<file path="src/rtl/mem_debounce_counter.sv">
// Debounced push-button press counter: 2-flop synchroniser, debounce FSM, press pulse, up/down counter.
// Optional macro COUNT_SAT_EN: counter saturates at 0 / MAX instead of wrapping.
module mem_debounce_counter #(
  parameter int WIDTH     = 8,
  parameter int DB_CYCLES = 4
) (
  input  logic             clk,
  input  logic             reset,
  input  logic             btn,
  input  logic             up_dn,
  input  logic             load,
  input  logic [WIDTH-1:0] load_val,
  output logic [WIDTH-1:0] count,
  output logic             pulse,
  output logic             stable,
  output logic             tc
);

  typedef enum logic [1:0] {
    IDLE,
    PRESS_WAIT,
    HELD,
    REL_WAIT
  } db_state_e;

  localparam logic [WIDTH-1:0] CNT_MAX = '1;
  localparam logic [7:0]       DB_LAST = 8'(DB_CYCLES - 1);

  logic             s1_q, s2_q;
  db_state_e        state_q;
  logic [7:0]       db_cnt_q;
  logic             pulse_q, stable_q;
  logic [WIDTH-1:0] count_q, count_d;

  // NOTE: sequential state uses non-blocking assignments so every flop samples
  // pre-edge values; with blocking ones s2_q would see this edge's s1_q.
  always_ff @(posedge clk) begin
    if (reset) begin
      s1_q     <= 1'b0;
      s2_q     <= 1'b0;
      state_q  <= IDLE;
      db_cnt_q <= '0;
      pulse_q  <= 1'b0;
      stable_q <= 1'b0;
    end else begin
      s1_q    <= btn;
      s2_q    <= s1_q;
      pulse_q <= 1'b0;
      unique case (state_q)
        IDLE: begin
          if (s2_q) begin
            state_q  <= PRESS_WAIT;
            db_cnt_q <= 8'd1;
          end
        end
        PRESS_WAIT: begin
          if (!s2_q) begin
            state_q  <= IDLE;
            db_cnt_q <= '0;
          end else if (db_cnt_q == DB_LAST) begin
            state_q  <= HELD;
            pulse_q  <= 1'b1;
            stable_q <= 1'b1;
          end else begin
            db_cnt_q <= db_cnt_q + 8'd1;
          end
        end
        HELD: begin
          if (!s2_q) begin
            state_q  <= REL_WAIT;
            db_cnt_q <= 8'd1;
          end
        end
        REL_WAIT: begin
          if (s2_q) begin
            state_q  <= HELD;
            db_cnt_q <= '0;
          end else if (db_cnt_q == DB_LAST) begin
            state_q  <= IDLE;
            stable_q <= 1'b0;
          end else begin
            db_cnt_q <= db_cnt_q + 8'd1;
          end
        end
        default: state_q <= IDLE;
      endcase
    end
  end

  // Load wins over a coincident pulse; that press is simply lost.
  // NOTE: count_d gets a default first so no path through this block infers a latch.
  always_comb begin
    count_d = count_q;
    if (load) begin
      count_d = load_val;
    end else if (pulse_q) begin
      if (up_dn) begin
`ifdef COUNT_SAT_EN
        if (count_q != CNT_MAX) count_d = count_q + 1'b1;
`else
        count_d = count_q + 1'b1;
`endif
      end else begin
`ifdef COUNT_SAT_EN
        if (count_q != '0) count_d = count_q - 1'b1;
`else
        count_d = count_q - 1'b1;
`endif
      end
    end
  end

  always_ff @(posedge clk) begin
    if (reset) count_q <= '0;
    else       count_q <= count_d;
  end

  assign count  = count_q;
  assign pulse  = pulse_q;
  assign stable = stable_q;
  assign tc     = (up_dn && (count_q == CNT_MAX)) || (!up_dn && (count_q == '0));

endmodule

</file>
<file path="config.mk">
export PLATFORM = sky130hd
export DESIGN_NAME = mem_debounce_counter
export DESIGN_NICKNAME = d
export VERILOG_FILES = /design/src/rtl/mem_debounce_counter.sv
export SDC_FILE = /design/constraint.sdc
export NUM_CORES = 1
export LEC_CHECK = 0
export CELL_PAD_IN_SITES_DETAIL_PLACEMENT = 0
export CELL_PAD_IN_SITES_GLOBAL_PLACEMENT = 1
export CORE_UTILIZATION = 39
export CTS_BUF_LIST = sky130_fd_sc_hd__clkbuf_16
export DETAILED_ROUTE_END_ITERATION = 7
export PLACE_DENSITY = 0.77
export SLEW_MARGIN = 20
export SYNTH_ARGS = -nofsm -noshare
export SYNTH_HDL_FRONTEND = slang
export SYNTH_SLANG_ARGS = --single-unit
</file>
<file path="constraint.sdc">
create_clock -name clk -period 2.2 [get_ports clk]
set_input_delay 0.44 -clock clk [delete_from_list [all_inputs] [get_ports clk]]
set_output_delay 0.44 -clock clk [all_outputs]
set_load 0.005 [all_outputs]
</file>
### Clock routing, run 1

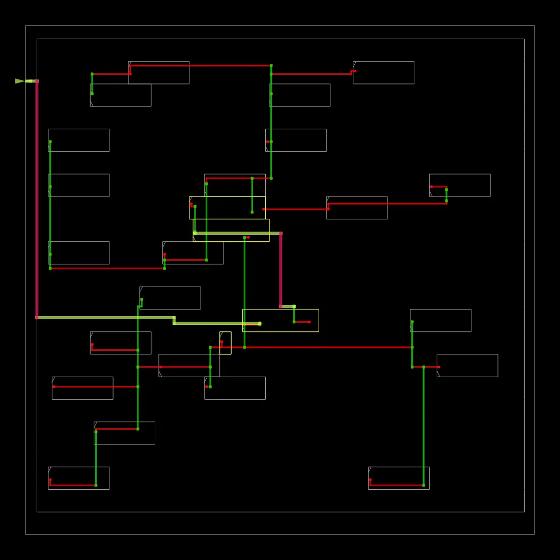
Clock net power: 0.400 mW
total CTS buffers: 3

### Routed clock nets over the placement, run 1

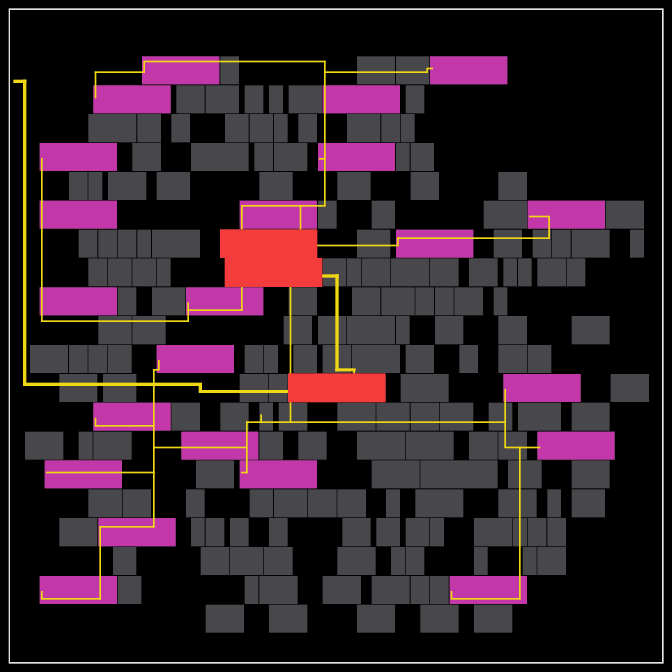
[clock-net drivers] red | count: 3
[clock wires] yellow | length: 355 um
[flip-flops] magenta | count: 22
flops lie: all over the die

==> run_summary.xml, run 1 <==
<?xml version="1.0" encoding="UTF-8"?>
<metrics>
  <group name="place">
    <metric name="port_buffers" unit="">23</metric>
    <metric name="detailedPlace.worstSlack" unit="ns">-0.216</metric>
  </group>
  <group name="cells_and_area">
    <metric name="final_area" unit="mm2">0.00182</metric>
    <metric name="post_route_cells_drive_above_1_share" unit="%">12.8</metric>
    <metric name="finalNetCount" unit="">218</metric>
    <metric name="nFillCells" unit="">350</metric>
  </group>
  <group name="clocking">
    <metric name="clock_sinks" unit="">22</metric>
    <metric name="ctsRootBufferMaster" unit="">sky130_fd_sc_hd__clkbuf_16</metric>
    <metric name="cts_buffer_depth" unit="">2</metric>
  </group>
  <group name="global_route">
    <metric name="grt.overflow.total" unit="">0</metric>
    <metric name="first_global_vias" unit="">1175</metric>
    <metric name="grt_antenna_before_repair" unit="">0</metric>
  </group>
  <group name="worst_setup_path">
    <metric name="setup.worst_path.class" unit="">in -&gt; reg</metric>
    <metric name="path_cells" unit="">clkdlybuf4s50_1 -&gt; inv_2 -&gt; ha_1 -&gt; a211o_1 -&gt; a21o_1 -&gt; a211oi_1 -&gt; o22ai_1</metric>
    <metric name="crit_path_end_kind" unit="">flip-flop</metric>
    <metric name="worst_path_max_delay_cell" unit="">sky130_fd_sc_hd__clkdlybuf4s50_1</metric>
    <metric name="startpoint_type" unit="">input port</metric>
  </group>
  <group name="power_and_ir_drop">
    <metric name="power_leakage" unit="nW">0.715</metric>
  </group>
  <group name="synth">
    <metric name="synth_simple_gate_area_share" unit="%">22.6</metric>
    <metric name="synth_cell_type_count" unit="">43</metric>
    <metric name="synth.yosys.seq_area_share" unit="%">31.9</metric>
  </group>
  <group name="min_path">
    <metric name="worstHoldPathType" unit="">reg -&gt; reg</metric>
  </group>
  <group name="floorplan">
    <metric name="die_h" unit="um">61.5</metric>
  </group>
  <group name="status">
    <metric name="outcome" unit="">complete, no violations</metric>
  </group>
</metrics>
### Wire density map, run 1

Bar = 20 um. The die is cut into 12 by 12 equal tiles; dark blue is low, red is high, scaled to the fullest tile. Values are wire area over tile area, all layers added.
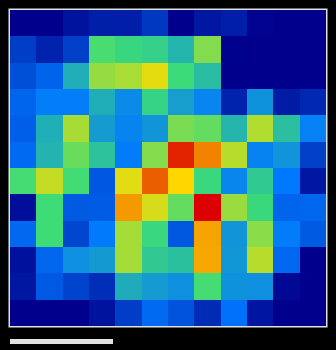
densest ninth of the die: center
nearly empty tiles: 15%
emptiest ninth of the die: north-east
fullest tile: 0.43
tiles over half the peak: 24%
mean over tiles: 0.13
routed wire length: 3280 um
routed length per instance: 13.5 um
global router's overall resource usage: 18.8%
Vias: 1318

### Signal wires on met1, run 1

Bar = 20 um.
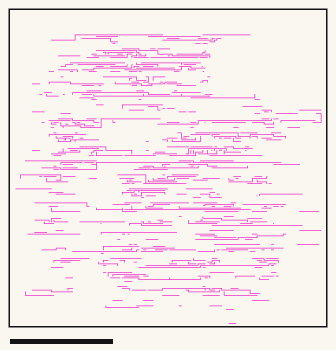
main direction: horizontal
share of all routed wire: 49%
wire length on this layer: 1620 um
nets with wire on the layer: 202

## run 1: worst paths after layout
path,endpoint,slack (ns),cells after the start,from
max reg2reg,db_cnt_q[2],0.12,5,db_cnt_q[0]
min,s2_q,0.44,1,s1_q
min reg2reg,s2_q,0.44,1,s1_q
max,count[7],0.08,7,up_dn
## run 1: power by group
group          switching [mW]  leakage, nW  internal [mW]
registers              0.0165        0.180          0.412
clock network           0.157       0.0385          0.243
logic                  0.0818        0.497          0.104
## run 1: layer usage
layer  track usage, %  part of all wire (%)
met5                0                     0
met1             24.2                    49
met3             3.15                   2.7
met4             5.71                   1.1
met2             32.3                    47
## run 1: sequential cells by signal, summed over array words and instances (netlist names), named ones only
name,flops
s2_q,1
state_q,1
stable,1
pulse,1
count,8
s1_q,1
db_cnt_q,8
### I/O pins on the die edge, run 1

Bar = 20 um. Pins as bars across the die edge, other pins in gray.
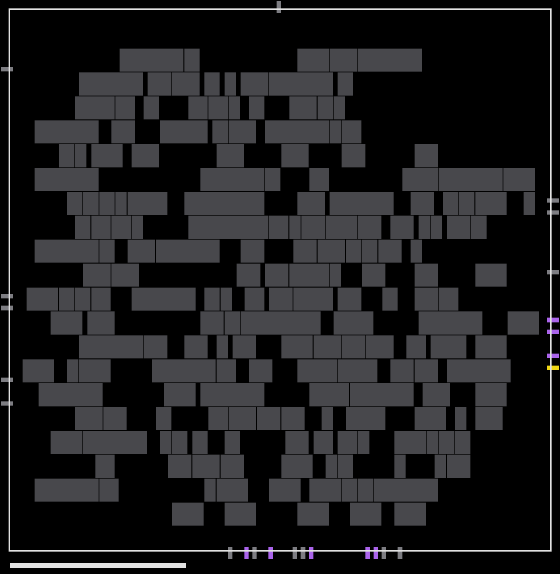

==> run 2, diff against run 1 <==
--- a/config.mk
+++ b/config.mk
@@ -5,12 +5,13 @@
 export SDC_FILE = /design/constraint.sdc
 export NUM_CORES = 1
 export LEC_CHECK = 0
+export ABC_AREA = 1
 export CELL_PAD_IN_SITES_DETAIL_PLACEMENT = 0
 export CELL_PAD_IN_SITES_GLOBAL_PLACEMENT = 1
-export CORE_UTILIZATION = 39
+export CORE_UTILIZATION = 36
 export CTS_BUF_LIST = sky130_fd_sc_hd__clkbuf_16
 export DETAILED_ROUTE_END_ITERATION = 7
-export PLACE_DENSITY = 0.77
+export PLACE_DENSITY = 0.76
 export SLEW_MARGIN = 20
 export SYNTH_ARGS = -nofsm -noshare
 export SYNTH_HDL_FRONTEND = slang
### I/O pins on the die edge, run 2

Bar = 20 um. Pins as bars across the die edge, other pins in gray.
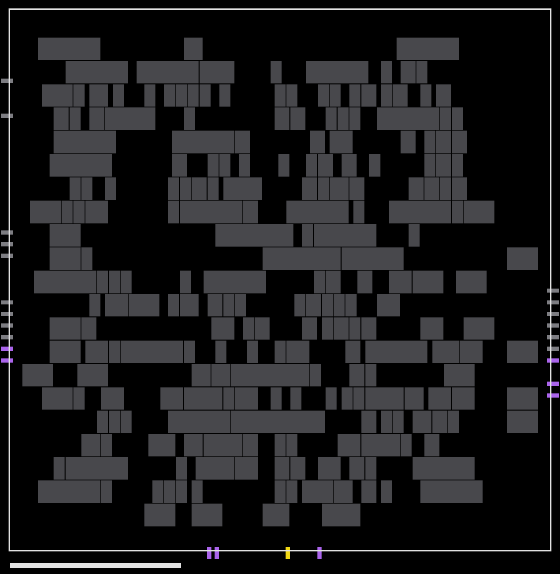
[tc] yellow | pins: 1 | direction: output | edge: south
[count] purple | pins: 8 | direction: output | edge: 3 south, 3 east, 2 west

==> run_summary.xml, run 2 <==
<?xml version="1.0" encoding="UTF-8"?>
<metrics>
  <group name="worst_setup_path">
    <metric name="r2r_end" unit="">db_cnt_q[1]</metric>
    <metric name="worst-r2r-setup-slack" unit="ns">0.64</metric>
    <metric name="r2r_start" unit="">db_cnt_q[0]</metric>
    <metric name="setup.worst_path.start" unit="">up_dn</metric>
    <metric name="worst_reg2reg_path_length_in_cells" unit="">7</metric>
    <metric name="setup.worst_path.class" unit="">in -&gt; reg</metric>
    <metric name="worst_path_max_delay_cell" unit="">sky130_fd_sc_hd__clkdlybuf4s50_1</metric>
  </group>
  <group name="power_and_ir_drop">
    <metric name="clk-power" unit="mW">0.513</metric>
    <metric name="share_comb_of_total_power" unit="%">14.9</metric>
    <metric name="leading_power_group" unit="">the clock network</metric>
  </group>
  <group name="cells_and_area">
    <metric name="post_route_cells_drive_above_1_share" unit="%">6.84</metric>
    <metric name="nFillCells" unit="">349</metric>
    <metric name="finalNetCount" unit="">256</metric>
  </group>
  <group name="global_route">
    <metric name="grt.overflow.total" unit="">0</metric>
    <metric name="grt.total_usage" unit="%">18.7</metric>
    <metric name="first_global_vias" unit="">1326</metric>
    <metric name="grt_antenna_before_repair" unit="">0</metric>
  </group>
  <group name="min_path">
    <metric name="hold_end" unit="">s2_q</metric>
  </group>
  <group name="synth">
    <metric name="synth_cell_type_count" unit="">26</metric>
  </group>
  <group name="clocking">
    <metric name="ctsRootBufferMaster" unit="">sky130_fd_sc_hd__clkbuf_16</metric>
  </group>
  <group name="status">
    <metric name="outcome" unit="">complete, no violations</metric>
  </group>
</metrics>
run 2: netlist changes by cell type in the layout (fill, tap and decap cells not counted), moves of 8 or more:
| cell | before | now |
|---|---|---|
| sky130_fd_sc_hd__nand2_1 | 8 | 55 |
| sky130_fd_sc_hd__a311oi_1 | 8 | 0 |
| sky130_fd_sc_hd__inv_1 | 5 | 30 |
| sky130_fd_sc_hd__nand3_1 | 7 | 17 |
run 2: layer usage:
metal | global-route usage [%] | share of wire (%)
met2 | 29.0 | 45
met1 | 25.4 | 51
met4 | 6.10 | 0.55
met3 | 4.01 | 3.7
met5 | 0 | 0
run 2: critical path: cells and delay by family:
kind                     cells  cell delay, ns
buffers and inverters        3            0.74
AND/OR/NAND/NOR              5            0.59
AND-OR/OR-AND                1            0.12
adder cells (fa/ha/maj)      1            0.30
### Signal wires on met1, run 2

Bar = 20 um.
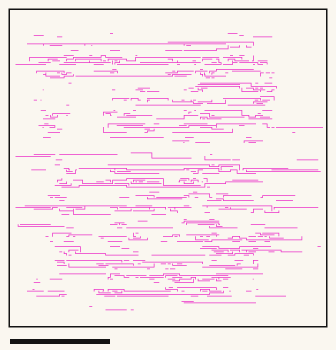

==> run 3, diff against run 2 <==
--- a/config.mk
+++ b/config.mk
@@ -6,9 +6,9 @@
 export NUM_CORES = 1
 export LEC_CHECK = 0
 export ABC_AREA = 1
-export CELL_PAD_IN_SITES_DETAIL_PLACEMENT = 0
-export CELL_PAD_IN_SITES_GLOBAL_PLACEMENT = 1
-export CORE_UTILIZATION = 36
+export CELL_PAD_IN_SITES_DETAIL_PLACEMENT = 2
+export CELL_PAD_IN_SITES_GLOBAL_PLACEMENT = 2
+export CORE_UTILIZATION = 28
 export CTS_BUF_LIST = sky130_fd_sc_hd__clkbuf_16
 export DETAILED_ROUTE_END_ITERATION = 7
 export PLACE_DENSITY = 0.76
@@ -16,3 +16,4 @@
 export SYNTH_ARGS = -nofsm -noshare
 export SYNTH_HDL_FRONTEND = slang
 export SYNTH_SLANG_ARGS = --single-unit
+export TNS_END_PERCENT = 10
### Signal wires on met1, run 3

Bar = 20 um.
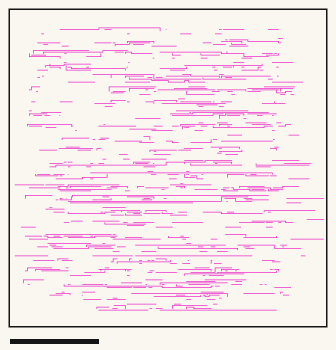
wire length on this layer: 2130 um
nets with wire on the layer: 235
main direction: horizontal

==> run_summary.xml, run 3 <==
<?xml version="1.0" encoding="UTF-8"?>
<metrics>
  <group name="global_route">
    <metric name="gr-usage-met2" unit="%">35.1</metric>
    <metric name="groute.layer.met3.usage" unit="%">2.71</metric>
    <metric name="gr-max-usage-layer" unit="">met2</metric>
    <metric name="grt.total_usage" unit="%">19.4</metric>
  </group>
  <group name="drt">
    <metric name="num_vias" unit="">1462</metric>
    <metric name="routed.top_layer" unit="">met4</metric>
    <metric name="detailroute.wirelength.met2" unit="um">2280</metric>
  </group>
  <group name="min_path">
    <metric name="worstHoldPathType" unit="">reg -&gt; reg</metric>
    <metric name="hold_path_startpoint" unit="">s1_q</metric>
  </group>
  <group name="worst_setup_path">
    <metric name="path_cells" unit="">clkdlybuf4s50_1 -&gt; inv_1 -&gt; buf_4 -&gt; ha_1 -&gt; or2_2 -&gt; nand3_1 -&gt; nand2_1 -&gt; nand2_1 -&gt; nand3_1 -&gt; a21oi_1</metric>
    <metric name="setup.worst_path.class" unit="">in -&gt; reg</metric>
    <metric name="r2r_start" unit="">db_cnt_q[0]</metric>
    <metric name="worst_path_max_delay_cell" unit="">sky130_fd_sc_hd__clkdlybuf4s50_1</metric>
    <metric name="startpoint_type" unit="">input port</metric>
  </group>
  <group name="clocking">
    <metric name="clock_sinks" unit="">22</metric>
    <metric name="cts_made_buffers" unit="">3</metric>
  </group>
  <group name="synth">
    <metric name="synth.yosys.seq_area_share" unit="%">32.9</metric>
    <metric name="synth_cell_type_count" unit="">26</metric>
  </group>
  <group name="power_and_ir_drop">
    <metric name="share_comb_of_total_power" unit="%">15.5</metric>
    <metric name="p_sw" unit="mW">0.273</metric>
    <metric name="power.sequential.fraction" unit="%">37.8</metric>
    <metric name="clk-power" unit="mW">0.527</metric>
    <metric name="leading_power_group" unit="">the clock network</metric>
    <metric name="comb-power" unit="mW">0.175</metric>
  </group>
  <group name="cells_and_area">
    <metric name="finalNetCount" unit="">255</metric>
  </group>
  <group name="status">
    <metric name="outcome" unit="">complete, no violations</metric>
  </group>
</metrics>
run 3: layout make-up:
| class | count | share of cell area, % |
|---|---|---|
| tap | 52 | 3.64 |
| inverter | 30 | 6.29 |
| clock buffer | 3 | 4.20 |
| timing repair buffer | 30 | 15.7 |
| sequential | 22 | 24.6 |
| clock inverter | 1 | 1.68 |
| multi-input combinational | 147 | 43.8 |
run 3: worst max-delay path by stage:
stage,startpoint,end,slack (ns),depth (start not counted)
floorplan,up_dn,count[7],0.52,8
global placement,up_dn,count[7],-0.06,10
detailed placement,up_dn,count[7],-0.18,11
CTS,up_dn,count[7],0.05,11
global route,up_dn,count[5],0.007,10
finish,up_dn,count[7],0.14,10
run 3: repair_timing:
| item | CTS | global route |
|---|---|---|
| setup endpoints to repair | 1 | 2 |
| gates resized | 1 | 2 |
| pin swaps | 0 | 0 |
Power and IR drop assume default switching activity.
